==> config.mk <==
export PLATFORM = sky130hd
export DESIGN_NAME = load_store_unit_flat
export DESIGN_NICKNAME = d
export VERILOG_FILES = /design/src/rtl/load_store_unit_if.sv /design/src/rtl/load_store_unit.sv /design/src/flat_wrapper.sv
export SDC_FILE = /design/constraint.sdc
export NUM_CORES = 1
export LEC_CHECK = 0
export CAP_MARGIN = 20
export CORE_ASPECT_RATIO = 0.7
export CORE_MARGIN = 2
export CORE_UTILIZATION = 25
export DETAILED_ROUTE_END_ITERATION = 10
export HOLD_SLACK_MARGIN = 0.02
export PLACE_DENSITY = 0.52
export SLEW_MARGIN = 20
export SYNTH_ARGS = -nofsm -noshare
export SYNTH_HDL_FRONTEND = slang
export SYNTH_SLANG_ARGS = --single-unit
export TNS_END_PERCENT = 30
==> constraint.sdc <==
create_clock -name clk -period 4.9 [get_ports clk]
set_input_delay 0.735 -clock clk [delete_from_list [all_inputs] [get_ports clk]]
set_output_delay 0.735 -clock clk [all_outputs]
set_load 0.02 [all_outputs]
==> src/rtl/load_store_unit_if.sv <==
// CPU request/response channel plus word-wide memory port for load_store_unit.
// The slave modport is the unit itself; master is the CPU/memory side.
interface load_store_unit_if;
  logic        req_valid;
  logic        req_ready;
  logic        req_we;
  logic [2:0]  req_funct3;
  logic [31:0] req_addr;
  logic [31:0] req_wdata;
  logic        resp_valid;
  logic [31:0] resp_rdata;
  logic        resp_error;
  logic [31:0] mem_address;
  logic [31:0] mem_write_data;
  logic        mem_write_enable;
  logic [31:0] mem_read_data;

  modport slave (
    input  req_valid, req_we, req_funct3, req_addr, req_wdata, mem_read_data,
    output req_ready, resp_valid, resp_rdata, resp_error,
    output mem_address, mem_write_data, mem_write_enable
  );

  modport master (
    output req_valid, req_we, req_funct3, req_addr, req_wdata, mem_read_data,
    input  req_ready, resp_valid, resp_rdata, resp_error,
    input  mem_address, mem_write_data, mem_write_enable
  );
endinterface

==> src/rtl/load_store_unit.sv <==
// RV32I load/store unit: byte/half/word accesses onto a word-wide memory,
// sub-word stores done as read-modify-write, all outputs registered.
module load_store_unit #(
  parameter bit TRAP_MISALIGNED = 1'b1
) (
  input  logic              clk,
  input  logic              rst,
  load_store_unit_if.slave  bus
);

  typedef enum logic [1:0] {
    S_IDLE   = 2'd0,
    S_ACCESS = 2'd1,
    S_WRITE  = 2'd2,
    S_RESP   = 2'd3
  } state_t;

  function automatic logic [31:0] f_extract(input logic [31:0] word,
                                            input logic [2:0]  funct3,
                                            input logic [1:0]  lane);
    logic [7:0]  b;
    logic [15:0] h;
    logic [31:0] res;
    case (lane)
      2'd0:    b = word[7:0];
      2'd1:    b = word[15:8];
      2'd2:    b = word[23:16];
      2'd3:    b = word[31:24];
      default: b = 8'd0;
    endcase
    h = lane[1] ? word[31:16] : word[15:0];
    case (funct3)
      3'b000:  res = {{24{b[7]}}, b};
      3'b001:  res = {{16{h[15]}}, h};
      3'b010:  res = word;
      3'b100:  res = {24'd0, b};
      3'b101:  res = {16'd0, h};
      default: res = 32'd0;
    endcase
    return res;
  endfunction

  function automatic logic [31:0] f_merge(input logic [31:0] old_word,
                                          input logic [31:0] wdata,
                                          input logic [2:0]  funct3,
                                          input logic [1:0]  lane);
    logic [31:0] res;
    res = old_word;
    case (funct3)
      3'b000: begin
        case (lane)
          2'd0:    res[7:0]   = wdata[7:0];
          2'd1:    res[15:8]  = wdata[7:0];
          2'd2:    res[23:16] = wdata[7:0];
          2'd3:    res[31:24] = wdata[7:0];
          default: res = old_word;
        endcase
      end
      3'b001: begin
        if (lane[1]) res[31:16] = wdata[15:0];
        else         res[15:0]  = wdata[15:0];
      end
      default: res = wdata;
    endcase
    return res;
  endfunction

  state_t      r_state, w_next_state;
  logic        r_we, w_nxt_we;
  logic [2:0]  r_funct3, w_nxt_funct3;
  logic [31:0] r_addr, w_nxt_addr;
  logic [31:0] r_wdata, w_nxt_wdata;
  logic        r_req_ready;
  logic        r_resp_valid;
  logic [31:0] r_resp_rdata, w_nxt_rdata;
  logic        r_resp_error, w_nxt_error;
  logic [31:0] r_mem_address, w_nxt_mem_address;
  logic [31:0] r_mem_write_data, w_nxt_mem_wdata;
  logic        r_mem_write_enable;
  logic        w_illegal;
  logic        w_misaligned;

  // Classify the incoming request (illegal width code, misaligned address)
  always_comb begin
    w_illegal    = 1'b0;
    w_misaligned = 1'b0;
    if (bus.req_we) begin
      w_illegal = (bus.req_funct3 > 3'b010);
    end else begin
      w_illegal = (bus.req_funct3 == 3'b011) || (bus.req_funct3[2:1] == 2'b11);
    end
    if (TRAP_MISALIGNED) begin
      case (bus.req_funct3[1:0])
        2'b01:   w_misaligned = bus.req_addr[0];
        2'b10:   w_misaligned = (bus.req_addr[1:0] != 2'b00);
        default: w_misaligned = 1'b0;
      endcase
    end else begin
      w_misaligned = 1'b0;
    end
  end

  // Next-state and next-output logic
  always_comb begin
    w_next_state      = r_state;
    w_nxt_we          = r_we;
    w_nxt_funct3      = r_funct3;
    w_nxt_addr        = r_addr;
    w_nxt_wdata       = r_wdata;
    w_nxt_rdata       = 32'd0;
    w_nxt_error       = 1'b0;
    w_nxt_mem_address = 32'd0;
    w_nxt_mem_wdata   = 32'd0;
    case (r_state)
      S_IDLE: begin
        if (bus.req_valid) begin
          w_nxt_we     = bus.req_we;
          w_nxt_funct3 = bus.req_funct3;
          w_nxt_addr   = bus.req_addr;
          w_nxt_wdata  = bus.req_wdata;
          if (w_illegal || w_misaligned) begin
            w_next_state = S_RESP;
            w_nxt_error  = 1'b1;
          end else if (bus.req_we && (bus.req_funct3 == 3'b010)) begin
            // Full-word store needs no read, so skip straight to the write
            w_next_state      = S_WRITE;
            w_nxt_mem_address = {bus.req_addr[31:2], 2'b00};
            w_nxt_mem_wdata   = bus.req_wdata;
          end else begin
            w_next_state      = S_ACCESS;
            w_nxt_mem_address = {bus.req_addr[31:2], 2'b00};
          end
        end else begin
          w_next_state = S_IDLE;
        end
      end
      S_ACCESS: begin
        if (r_we) begin
          w_next_state      = S_WRITE;
          w_nxt_mem_address = r_mem_address;
          w_nxt_mem_wdata   = f_merge(bus.mem_read_data, r_wdata, r_funct3, r_addr[1:0]);
        end else begin
          w_next_state = S_RESP;
          w_nxt_rdata  = f_extract(bus.mem_read_data, r_funct3, r_addr[1:0]);
        end
      end
      S_WRITE: begin
        w_next_state = S_RESP;
      end
      S_RESP: begin
        w_next_state = S_IDLE;
      end
      default: begin
        w_next_state = S_IDLE;
      end
    endcase
  end

  // State, captured request and registered outputs
  always_ff @(posedge clk or posedge rst) begin
    if (rst) begin
      r_state            <= S_IDLE;
      r_we               <= 1'b0;
      r_funct3           <= 3'd0;
      r_addr             <= 32'd0;
      r_wdata            <= 32'd0;
      r_req_ready        <= 1'b1;
      r_resp_valid       <= 1'b0;
      r_resp_rdata       <= 32'd0;
      r_resp_error       <= 1'b0;
      r_mem_address      <= 32'd0;
      r_mem_write_data   <= 32'd0;
      r_mem_write_enable <= 1'b0;
    end else begin
      r_state            <= w_next_state;
      r_we               <= w_nxt_we;
      r_funct3           <= w_nxt_funct3;
      r_addr             <= w_nxt_addr;
      r_wdata            <= w_nxt_wdata;
      r_req_ready        <= (w_next_state == S_IDLE);
      r_resp_valid       <= (w_next_state == S_RESP);
      r_resp_rdata       <= w_nxt_rdata;
      r_resp_error       <= w_nxt_error;
      r_mem_address      <= w_nxt_mem_address;
      r_mem_write_data   <= w_nxt_mem_wdata;
      r_mem_write_enable <= (w_next_state == S_WRITE);
    end
  end

  assign bus.req_ready        = r_req_ready;
  assign bus.resp_valid       = r_resp_valid;
  assign bus.resp_rdata       = r_resp_rdata;
  assign bus.resp_error       = r_resp_error;
  assign bus.mem_address      = r_mem_address;
  assign bus.mem_write_data   = r_mem_write_data;
  assign bus.mem_write_enable = r_mem_write_enable;

endmodule

==> src/flat_wrapper.sv <==
// flat-port wrapper written by rule: the top's interface ports become plain ports
module load_store_unit_flat 
#(
  parameter bit TRAP_MISALIGNED = 1'b1
)
  (clk, rst, bus_req_valid, bus_req_we, bus_req_funct3, bus_req_addr, bus_req_wdata, bus_mem_read_data, bus_req_ready, bus_resp_valid, bus_resp_rdata, bus_resp_error, bus_mem_address, bus_mem_write_data, bus_mem_write_enable);
  load_store_unit_if bus_i ();
  input  logic clk;
  input  logic rst;
  input wire logic [$bits(bus_i.req_valid)-1:0] bus_req_valid;
  input wire logic [$bits(bus_i.req_we)-1:0] bus_req_we;
  input wire logic [$bits(bus_i.req_funct3)-1:0] bus_req_funct3;
  input wire logic [$bits(bus_i.req_addr)-1:0] bus_req_addr;
  input wire logic [$bits(bus_i.req_wdata)-1:0] bus_req_wdata;
  input wire logic [$bits(bus_i.mem_read_data)-1:0] bus_mem_read_data;
  output wire logic [$bits(bus_i.req_ready)-1:0] bus_req_ready;
  output wire logic [$bits(bus_i.resp_valid)-1:0] bus_resp_valid;
  output wire logic [$bits(bus_i.resp_rdata)-1:0] bus_resp_rdata;
  output wire logic [$bits(bus_i.resp_error)-1:0] bus_resp_error;
  output wire logic [$bits(bus_i.mem_address)-1:0] bus_mem_address;
  output wire logic [$bits(bus_i.mem_write_data)-1:0] bus_mem_write_data;
  output wire logic [$bits(bus_i.mem_write_enable)-1:0] bus_mem_write_enable;
  assign bus_i.req_valid = bus_req_valid;
  assign bus_i.req_we = bus_req_we;
  assign bus_i.req_funct3 = bus_req_funct3;
  assign bus_i.req_addr = bus_req_addr;
  assign bus_i.req_wdata = bus_req_wdata;
  assign bus_i.mem_read_data = bus_mem_read_data;
  assign bus_req_ready = bus_i.req_ready;
  assign bus_resp_valid = bus_i.resp_valid;
  assign bus_resp_rdata = bus_i.resp_rdata;
  assign bus_resp_error = bus_i.resp_error;
  assign bus_mem_address = bus_i.mem_address;
  assign bus_mem_write_data = bus_i.mem_write_data;
  assign bus_mem_write_enable = bus_i.mem_write_enable;
  load_store_unit #(.TRAP_MISALIGNED(TRAP_MISALIGNED)) u_core (.clk(clk), .rst(rst), .bus(bus_i));
endmodule
Fig. 1: run 1, routing congestion
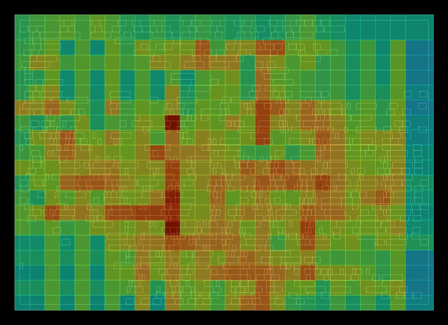
met3 Usage GRT: 4.64%
M2 GR Usage: 22.4%

Fig. 2: run 1, the metal 2 layer
The bar under the picture is 50 um long.
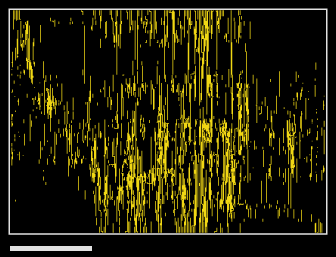
The layer holds 39% of the routed length. The longest straight run is 63.3 um.
via count: 5425
DRT Wirelength: 22.2 mm

Fig. 3: run 1, gate families picked out
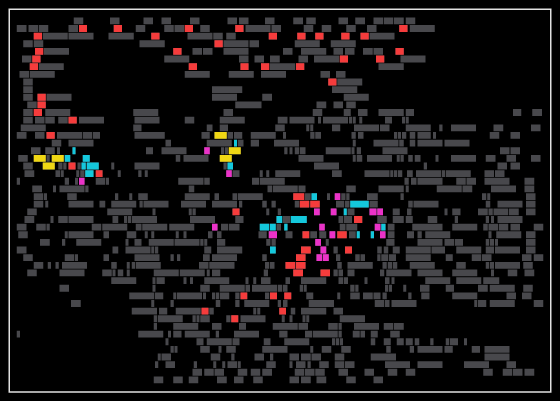
Key: cyan = nor cells [cells 20]; magenta = and/or cells [cells 18, where center]; yellow = fa/ha/maj cells [cells 6]; red = non-inverting ao/oa cells [cells 52]
combinational share of cell area: 27.3%
final non-filler cell total: 1128
most frequent logic cell in the layout: clkdlybuf4s50_1

==> reports/results.ini, run 1 <==
[placement]
hpwl_mm = 16.1
port_buffers = 200
dpl.cell_count = 1095
pre_cts_slack_ns = 1.60
place_congestion = 0.833
place_area_mm2 = 0.00845

[synth]
seq_area_frac_synth_pct = 55.7
syn_area_mm2 = 0.00620
synth.avg_cell_area_um2 = 10.2
synth_area_leader_cell = dfrtp_1
synth_warnings = 0
async_reset_ff_share_pct = 100
synth-edff-count = 0
yosysChipArea_mm2 = 0.00620
area_leaders = dfrtp_1 (55%), nand2_1 (9.0%), a22o_1 (4.2%)
top_cell_area_share_pct = 55.3
postSynthCellCount = 610
post_synth_num_cell_types = 56
yosys_cells = 610
synth.ff_latch_count = 138
ys.flop_type = dfrtp_1

[clock_network]
post_cts_resized = 0
postCtsHoldBufs = 0
cts_tree = yes
cts_buffers = 17
clock_sinks = 138
clk_latency_ns = 0.42
path_clk_slew_ns = 0.06
cts_setup_buffers = 0
clock_path_buffers = 2
clockRootBuffer = clkbuf_16
htree_levels = 4

[floorplan]
fp.dieW_um = 192
die_h_um = 136
core_area_mm2 = 0.0245
chip_area_mm2 = 0.0261
fp_util_pct = 25.3
ios = 203
core.rowCount = 48

[layout]
fin_nets = 899
insertedDiodeCount = 0
finish.utilization_pct = 37.1
syn_to_final_growth_pct = 46.6
fin_area_mm2 = 0.00909
layout-drive-gt1-share_pct = 8.09

[sta]
fmax_mhz = 346
finClkSkew_ns = 0.00614
hold_violations = 0
setup_slack_ns = 2.01
drv_slew = 0
finalCritPeriodShare_pct = 58.9
rsz0062_at_grt = false
relSlewSlack_pct = 27.4
worst_pin_slew_ns = 1.07
setup-tns-final_ns = 0
holdWs_ns = 0.470
setup_viol = 0
period_needed_ns = 2.89

[status]
status = completed

[drt]
drtAntennaViolNets = 0
wl_per_cell_um = 19.7
wl_met3_mm = 1.80
wl_met2_mm = 8.69
dr.pass1.iters = 6
drcViolationCount = 0
drt-met1-wl_mm = 11.6
maxUsedRoutingLayer = met4
via_per_inst = 4.81
drtIter0Drc = 400

[flow_run]
warnings = 30
maxCapViolations = 0

[setup_path]
end_kind = flip-flop
critPathKind = primary input to flip-flop
required_ns = 5.15
critical-path-max-stage-delay_ns = 0.75
worst-path-buf-inv = 2
cp_slowest_cell = or3_1
crit_arrival_ns = 3.14
cp-start-kind = primary input
path_max_fanout = 22
crit_family = buffers and inverters
worstPathCellList = clkdlybuf4s50_1 -> ha_1 -> o21ai_0 -> a21oi_1 -> or3_1 -> buf_4 -> o22ai_1

[power]
power_density_mw_per_mm2 = 555
power.leakage_uw = 0.00395
power.total_uw = 5050
vdd.ir_drop.worst_uv = 283

[global_route]
grt_max_degree = 79
antenna_found_initial = 0
busiest_layer = met1
grt_use_met1_pct = 27.9
grt_overflow_total = 0
grt_pass1_vias = 5339
grt_usage_pct = 17.3
grt_pass1_wl_mm = 33.4

[worst_hold_path]
hold_path.class = flip-flop to flip-flop

==> run 1: area by class of cell <==
class,instances,area [um^2]
inverter,8,35.0
clock buffer,20,457
fill,2479,15400
sequential,138,3450
multi-input combinational,414,2480
clock inverter,12,164
tap,325,407
timing repair buffer,211,2090
==> run 1: registers in the layout, summed over array words and instances (netlist names) <==
signal                       cells
u_core.bus.mem_write_data       32
u_core.bus.resp_rdata           32
u_core.r_wdata                  32
u_core.bus.mem_address          30
u_core.r_funct3                  3
u_core.r_addr                    2
u_core.r_state                   2
u_core.bus.mem_write_enable      1
u_core.bus.req_ready             1
u_core.bus.resp_error            1
u_core.bus.resp_valid            1
u_core.r_we                      1
==> run 1: power by group <==
group	internal (uW)	switching, uW
combinational	766	1230
sequential	1440	254
clock	834	525
total	3040	2010
==> run 1: placed cells by master (no fill, tap or decap), types with 3 or more instances in the layout <==
master,instances
buf_4,10
nor2b_1,6
clkinvlp_4,4
or3_1,3
o221ai_1,8
clkbuf_16,17
a22o_1,30
a21o_1,8
mux2_2,4
mux2i_1,7
nand2b_1,3
inv_6,4
o21a_1,3
a22oi_1,9
a21oi_2,9
o211a_1,9
bufinv_16,3
clkdlybuf4s50_1,200
a222oi_1,6
a211oi_1,8
inv_1,7
nor2_1,6
nand3_1,7
a21oi_1,33
o211ai_1,7
nand2_1,147
ha_1,6
o22ai_1,20
and3_1,9
dfrtp_1,137
o21ai_0,36
==> run 1: logic make-up after synthesis <==
group | count (synthesis) | synth area share, %
adders and majority gates | 6 | 1.21
buffers and inverters | 59 | 4.60
muxes | 11 | 1.86
and+or+nand+nor | 196 | 13.8
AOI/OAI and AO/OA | 199 | 22.8
other | 1 | 0.0605
DFF | 138 | 55.7
==> run 1: Yosys cell counts (2+ instances only) <==
cell type  number
nand2_1       148
dfrtp_1       137
o21ai_0        36
a21oi_1        33
a22o_1         30
clkbuf_1       29
o22ai_1        20
buf_2          14
a21oi_2         9
a22oi_1         9
and3_1          9
o211a_1         9
a211oi_1        8
a21o_1          8
inv_1           8
o221ai_1        8
mux2i_1         7
nand3_1         7
o211ai_1        7
a222oi_1        6
ha_1            6
nor2_1          6
nor2b_1         6
buf_4           4
mux2_2          4
nand2b_1        3
o21a_1          3
or3_1           3
a32oi_1         2
and2_1          2
buf_6           2
nor3_1          2
o32ai_1         2
==> run 1: worst reg2reg max path: cells and delay by family (launching register included) <==
family | cells | cell delay, ns
DFF | 1 | 0.79
AOI/OAI and AO/OA | 3 | 0.58
and+or+nand+nor | 1 | 0.98
==> run 1: worst paths after layout <==
| check | end | start | slack (ns) | cells past startpoint |
|---|---|---|---|---|
| setup reg to reg | u_core.bus.mem_write_data[15] | u_core.r_funct3[0] | 2.44 | 4 |
| min in group asynchronous | u_core.bus.mem_write_data[23] | rst | 0.81 | 2 |
| hold / removal | u_core.r_wdata[31] | u_core.r_wdata[31] | 0.47 | 2 |
| setup / recovery | u_core.bus.mem_write_data[15] | bus_req_funct3[1] | 2.01 | 7 |
| max in group asynchronous | u_core.bus.mem_write_data[29] | rst | 3.16 | 3 |
| hold reg to reg | u_core.r_wdata[31] | u_core.r_wdata[31] | 0.47 | 2 |
Fig. 4: run 1, signal wires on met3
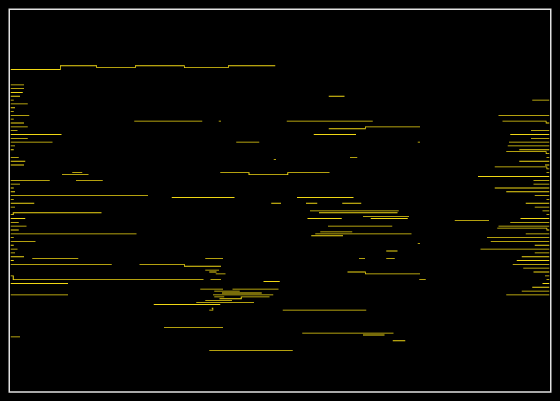

==> inputs of run 2 (changes only) <==
Clock period 4.9 ns to 2.95 ns, I/O delays scaled along.
Fig. 5: run 2, signal wires on met3
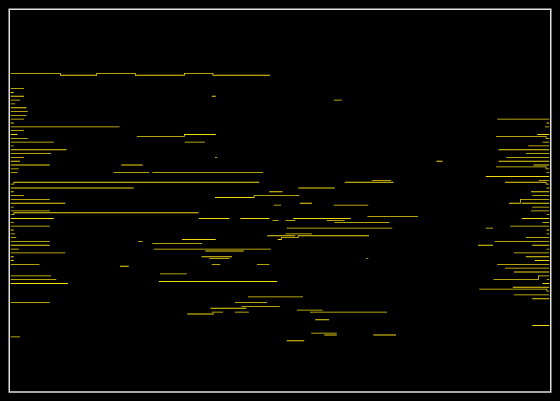
The layer holds 8.1% of the routed length. The longest straight run is 87.2 um. The layer carries 1790 um of wire. 141 nets have wire on it.
via count: 5388
DRT Wirelength: 22.2 mm
met3 Usage GRT: 5.44%

Fig. 6: run 2, gate families picked out
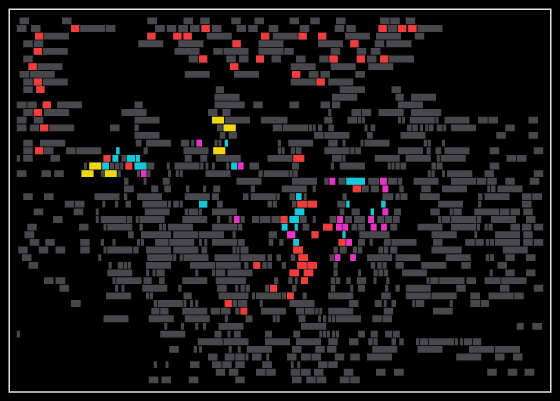
Key: cyan = nor cells [cells 20]; magenta = and/or cells [cells 18]; yellow = fa/ha/maj cells [cells 6]; red = non-inverting ao/oa cells [cells 52]
final non-filler cell total: 1134
combinational share of cell area: 26.8%

==> run 2 against run 1 <==
Count of clock-buffer cells in the layout is 2 lower. Via count is 0.68% lower. Non-clock buffer count is 6 higher. Critical path type is now flip-flop to flip-flop. Highest routed layer unchanged.
==> reports/results.ini, run 2 <==
[setup_path]
cp_slowest_cell = dfrtp_1
critPathKind = flip-flop to flip-flop
path_depth = 4
worst-path-buf-inv = 0
r2r_slack_ns = 0.71
required_ns = 3.21
critical-path-max-stage-delay_ns = 0.74
worstPathCellList = mux2_2 -> nor3_1 -> or3_1 -> a21oi_1
crit_family = simple AND/OR/NAND/NOR gates
crit_arrival_ns = 2.51
path_max_fanout = 19
cp-start-kind = flip-flop

[sta]
worst_pin_slew_ns = 0.832
drv_slew = 0
setup_viol = 0
period_needed_ns = 2.24
relSlewSlack_pct = 44.5
setup-tns-final_ns = 0
rsz0062_at_grt = false
finClkSkew_ns = 0.00818
finalCritPeriodShare_pct = 76.1

[power]
power.leakage_uw = 0.00404
power_density_mw_per_mm2 = 945
power.total_uw = 8720
vdd.ir_drop.worst_uv = 500

[global_route]
grt_overflow_total = 0
antenna_found_initial = 0
grt_max_degree = 65
grt_use_met1_pct = 27.2
grt_pass1_wl_mm = 32.9
grtUsageMet2_pct = 21.7
busiest_layer = met1
grt_usage_pct = 17.0

[clock_network]
cts_buffers = 17
post_cts_resized = 0
path_clk_slew_ns = 0.06
htree_levels = 4
postCtsHoldBufs = 0
clockRootBuffer = clkbuf_16
clk_latency_ns = 0.42
cts_setup_buffers = 0
clock_sinks = 138
clock_path_buffers = 2

[drt]
drcViolationCount = 0
drtIter0Drc = 470
via_per_inst = 4.75
drtAntennaViolNets = 0
wl_per_cell_um = 19.6

[synth]
synth_area_leader_cell = dfrtp_1
async_reset_ff_share_pct = 100
post_synth_num_cell_types = 56
postSynthCellCount = 610
seq_area_frac_synth_pct = 55.7
yosysChipArea_mm2 = 0.00620
top_cell = nand2_1
synth.avg_cell_area_um2 = 10.2
yosys_cells = 610
simple_gate_share_pct = 13.8
synth-edff-count = 0
synth.ff_latch_count = 138
synthMuxAreaShare_pct = 1.86
syn_area_mm2 = 0.00620
common_cells = nand2_1 (148), dfrtp_1 (137), o21ai_0 (36)
ys_sh_aoi_pct = 22.8

[layout]
lay_top_cells = clkdlybuf4s50_1 (200), nand2_1 (148), dfrtp_1 (137)
syn_to_final_growth_pct = 48.8
insertedDiodeCount = 0
fin_nets = 905

[status]
status = completed

[floorplan]
ios = 203
fp.dieW_um = 192
core_area_mm2 = 0.0245
chip_area_mm2 = 0.0261

[placement]
hpwl_mm = 16.2
dpl.cell_count = 1102
place_congestion = 0.827
pre_cts_slack_ns = 0.450
port_buffers = 200

[flow_run]
warnings = 30
maxCapViolations = 0

[worst_hold_path]
hold_path.class = primary input to asynchronous set/reset pin

[run 2: cell counts after synthesis]
No cell type changed its count.
[run 2: power breakdown]
| part | internal (uW) | switching [uW] |
|---|---|---|
| sequential | 2390 | 415 |
| combinational | 1290 | 2040 |
| clock | 1700 | 875 |
[run 2: logic make-up after synthesis]
| group | count (synthesis) |
|---|---|
| buffers and inverters | 59 |
| AND-OR/OR-AND | 199 |
| adder cells (fa/ha/maj) | 6 |
| AND/OR/NAND/NOR | 196 |
| flip-flops | 138 |
| other | 1 |
| multiplexers | 11 |
[run 2: layer usage]
| layer | vias to the layer above | part of all wire, % | wire, um |
|---|---|---|---|
| met5 | - | 0 | 0 |
| met4 | 0 | 0.67 | 148 |
| met3 | 13 | 8.1 | 1790 |
| met2 | 213 | 38 | 8510 |
| met1 | 2621 | 53 | 11700 |
| li1 | 2541 | - | - |
[run 2: metrics by stage]
step | utilization [%] | area [um^2]
2_1_floorplan | - | 6210
3_3_place_gp | 34.8 | 8520
3_5_place_dp | 34.8 | 8520
4_1_cts | 37.7 | 9230
5_1_grt | 37.7 | 9230
6_report | 37.7 | 9230
[run 2: path summary, 6_finish.rpt]
check	to	startpoint
max	u_core.bus.resp_rdata[17]	u_core.r_addr[1]
min	u_core.bus.resp_rdata[12]	rst
max reg2reg	u_core.bus.resp_rdata[17]	u_core.r_addr[1]
min reg2reg	u_core.r_wdata[23]	u_core.r_wdata[23]
max in group asynchronous	u_core.bus.req_ready	rst
min in group clk	u_core.r_wdata[23]	u_core.r_wdata[23]
[run 2: area by class of cell]
| class | count | area, um^2 |
|---|---|---|
| Clock buffer | 18 | 439 |
| Clock inverter | 14 | 268 |
| Fill cell | 2467 | 15300 |
| Inverter | 8 | 33.8 |
| Multi-Input combinational cell | 414 | 2470 |
| Sequential cell | 138 | 3450 |
| Tap cell | 325 | 407 |
| Timing Repair Buffer | 217 | 2150 |
Fig. 7: run 2, the metal 2 layer
The bar under the picture is 50 um long.
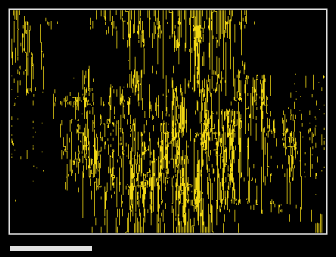

==> inputs of run 3 (changes only) <==
Settings changed: PLACE_DENSITY 0.52 to 0.53.
Clock period 2.95 ns to 1.96 ns, I/O delays scaled along.
Fig. 8: run 3, the metal 2 layer
The bar under the picture is 50 um long.
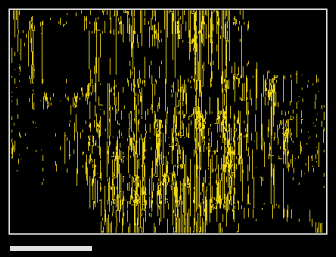
The wires run mostly vertical. The layer carries 8660 um of wire. The layer holds 39% of the routed length. The longest straight run is 52.4 um.
DRT Wirelength: 22.3 mm
M2 GR Usage: 21.9%
via count: 5500

==> run 3 against run 2 <==
Clock power grew 35%. Worst hold slack worse by 0.24 ns. Utilization grew 1.2 points. Total power grew 51%. Global-route usage grew 0.36 points. First-iteration DRC count is 8.1% lower. Sequential power up 49%. Wire length rose by 0.60%. Synthesized cell count unchanged. Sequential cell count unchanged. Cell count grew 3.3%. Count of clock-buffer cells in the layout increased by 4. Critical endpoint is now bus_req_ready. Largest cell class unchanged. Highest routed layer unchanged.
==> reports/results.ini, run 3 <==
[status]
status = completed

[global_route]
grt_pass1_vias = 5411
grt_usage_pct = 17.4
grt_pass1_wl_mm = 33.3
antenna_found_initial = 0
grt_overflow_total = 0
grt_max_degree = 51

[synth]
top_cell = nand2_1
post_synth_num_cell_types = 56
synth_area_leader_cell = dfrtp_1
seq_area_frac_synth_pct = 55.7
yosysChipArea_mm2 = 0.00620
syn_area_mm2 = 0.00620
synth_warnings = 0
postSynthCellCount = 610
yosys_cells = 610
synth.avg_cell_area_um2 = 10.2
ys.flop_type = dfrtp_1
top_cell_area_share_pct = 55.3
area_leaders = dfrtp_1 (55%), nand2_1 (9.0%), a22o_1 (4.2%)
common_cells = nand2_1 (148), dfrtp_1 (137), o21ai_0 (36)
async_reset_ff_share_pct = 100
synth.ff_latch_count = 138
synth-edff-count = 0

[power]
clockPowerShare_pct = 26.5
p_switching_uw = 5020
power_density_mw_per_mm2 = 1380
vdd.ir_drop.worst_uv = 767
power.internal_uw = 8150
power.leakage_uw = 0.00420
switching_share_pct = 38.1
power_frac_comb_pct = 41.7
power_frac_seq_pct = 31.9

[floorplan]
die_h_um = 136
chip_area_mm2 = 0.0261
ios = 203
core.rowCount = 48
core_area_mm2 = 0.0245
fp_util_pct = 25.3
fp.dieW_um = 192

[layout]
lay_top_cells = clkdlybuf4s50_1 (200), nand2_1 (148), dfrtp_1 (137)
fin_area_mm2 = 0.00952
final_cells = 1171
finish.utilization_pct = 38.8
regArea_mm2 = 0.00345
logic_area_mm2 = 0.00249
fillers = 2468
layout-drive-gt1-share_pct = 12.6
insertedDiodeCount = 0
layout_top_cell = clkdlybuf4s50_1
fin_nets = 942
syn_to_final_growth_pct = 53.4

[flow_run]
warnings = 31
maxCapViolations = 0

[sta]
holdWs_ns = 0.167
fmax_mhz = 544
rsz0062_at_grt = false
setup-tns-final_ns = 0
setup_viol = 0
period_needed_ns = 1.84
hold_violations = 0
finalCritPeriodShare_pct = 93.8
drv_slew = 0
finClkSkew_ns = 0.0167

[setup_path]
end_kind = output pin
crit_arrival_ns = 1.54
worst-path-buf-inv = 1
required_ns = 1.67
path_max_fanout = 1
critical-path-max-stage-delay_ns = 0.62
worstPathCellList = clkdlybuf4s50_1
crit_family = buffers and inverters
cp_slowest_cell = clkdlybuf4s50_1
cp-start-kind = flip-flop
critPathKind = flip-flop to output pin

[clock_network]
clock_path_buffers = 2
cts_setup_buffers = 0
clock_sinks = 138
cts_buffers = 17
htree_levels = 4
path_clk_slew_ns = 0.06
clk_latency_ns = 0.43
cts_tree = yes
clockRootBuffer = clkbuf_16
postCtsHoldBufs = 0

[placement]
place_area_mm2 = 0.00886
port_buffers = 200
dpl.cell_count = 1139
place_congestion = 0.852
hpwl_mm = 16.5

[drt]
drtAntennaViolNets = 0
wl_per_cell_um = 19.1
dr.pass1.iters = 5
via_per_inst = 4.70
drtIter0Drc = 432
drcViolationCount = 0

[worst_hold_path]
hold_path.class = primary input to asynchronous set/reset pin

Fig. 9: run 3, signal wires on met3
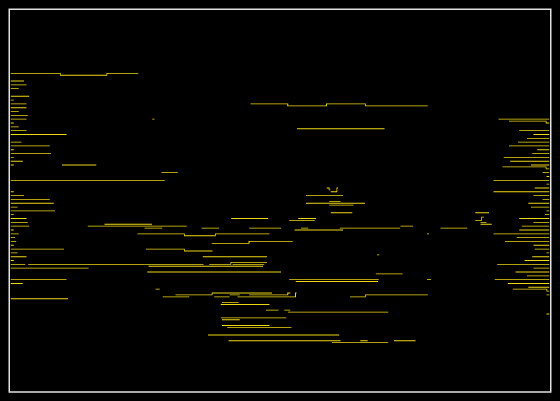
144 nets have wire on it. The wires run mostly horizontal.
met3 Usage GRT: 5.15%

run 3: repair_timing:
action,4_1_cts,5_1_grt
endpoints found under the hold margin,0,0
resized,0,3
setup endpoints to repair,0,38
run 3: cell families after synthesis:
family                   synth area share (%)
AND/OR/NAND/NOR                          13.8
multiplexers                             1.86
adder cells (fa/ha/maj)                  1.21
flip-flops                               55.7
other                                  0.0605
AND-OR/OR-AND                            22.8
buffers and inverters                    4.60
run 3: path summary, 6_finish.rpt:
check / start / endpoint / slack [ns] / cells past startpoint
worst max register to register: u_core.r_addr[1] / u_core.bus.mem_write_data[25] / 0.15 / 5
max in group asynchronous: rst / u_core.bus.req_ready / 1.20 / 3
worst min-delay path: rst / u_core.bus.resp_rdata[2] / 0.17 / 2
worst min register to register: u_core.r_wdata[31] / u_core.r_wdata[31] / 0.47 / 2
worst max-delay path: u_core.bus.req_ready / bus_req_ready / 0.12 / 1
min in group clk: bus_req_wdata[22] / u_core.r_wdata[22] / 0.43 / 3
run 3: metal layers:
layer / global-route usage [%] / routed length (um) / up-vias
li1: - / - / 2620
met1: 27.9 / 11600 / 2643
met2: 21.9 / 8660 / 226
met3: 5.15 / 1890 / 11
met4: 4.28 / 194 / 0
met5: 0 / 0 / -
run 3: area by class of cell:
type                       instances  share of cell area, %
clock inverter                    10                   1.74
inverter                           8                  0.355
timing repair buffer             254                   26.2
multi-input combinational        414                   26.1
sequential                       138                   36.3
tap                              325                   4.27
clock buffer                      22                   4.98
run 3: stage by stage:
step	total power (uW)	setup WS (ns)
2_1_floorplan	7250	-0.0543
3_3_place_gp	9660	-0.312
3_5_place_dp	9660	-0.364
4_1_cts	13200	0.0794
5_1_grt	14000	0.00208
6_report	13200	0.122
run 3: power groups by stage:
stage	logic, uW	registers (uW)	clock network, uW
final	5490	4190	3480
after global placement	5450	4220	0
after global routing	5990	4280	3690
after detailed placement	5460	4200	0
after floorplan	2830	4420	0
after CTS	5490	4170	3580
Power is estimated from default activity; no workload was simulated.
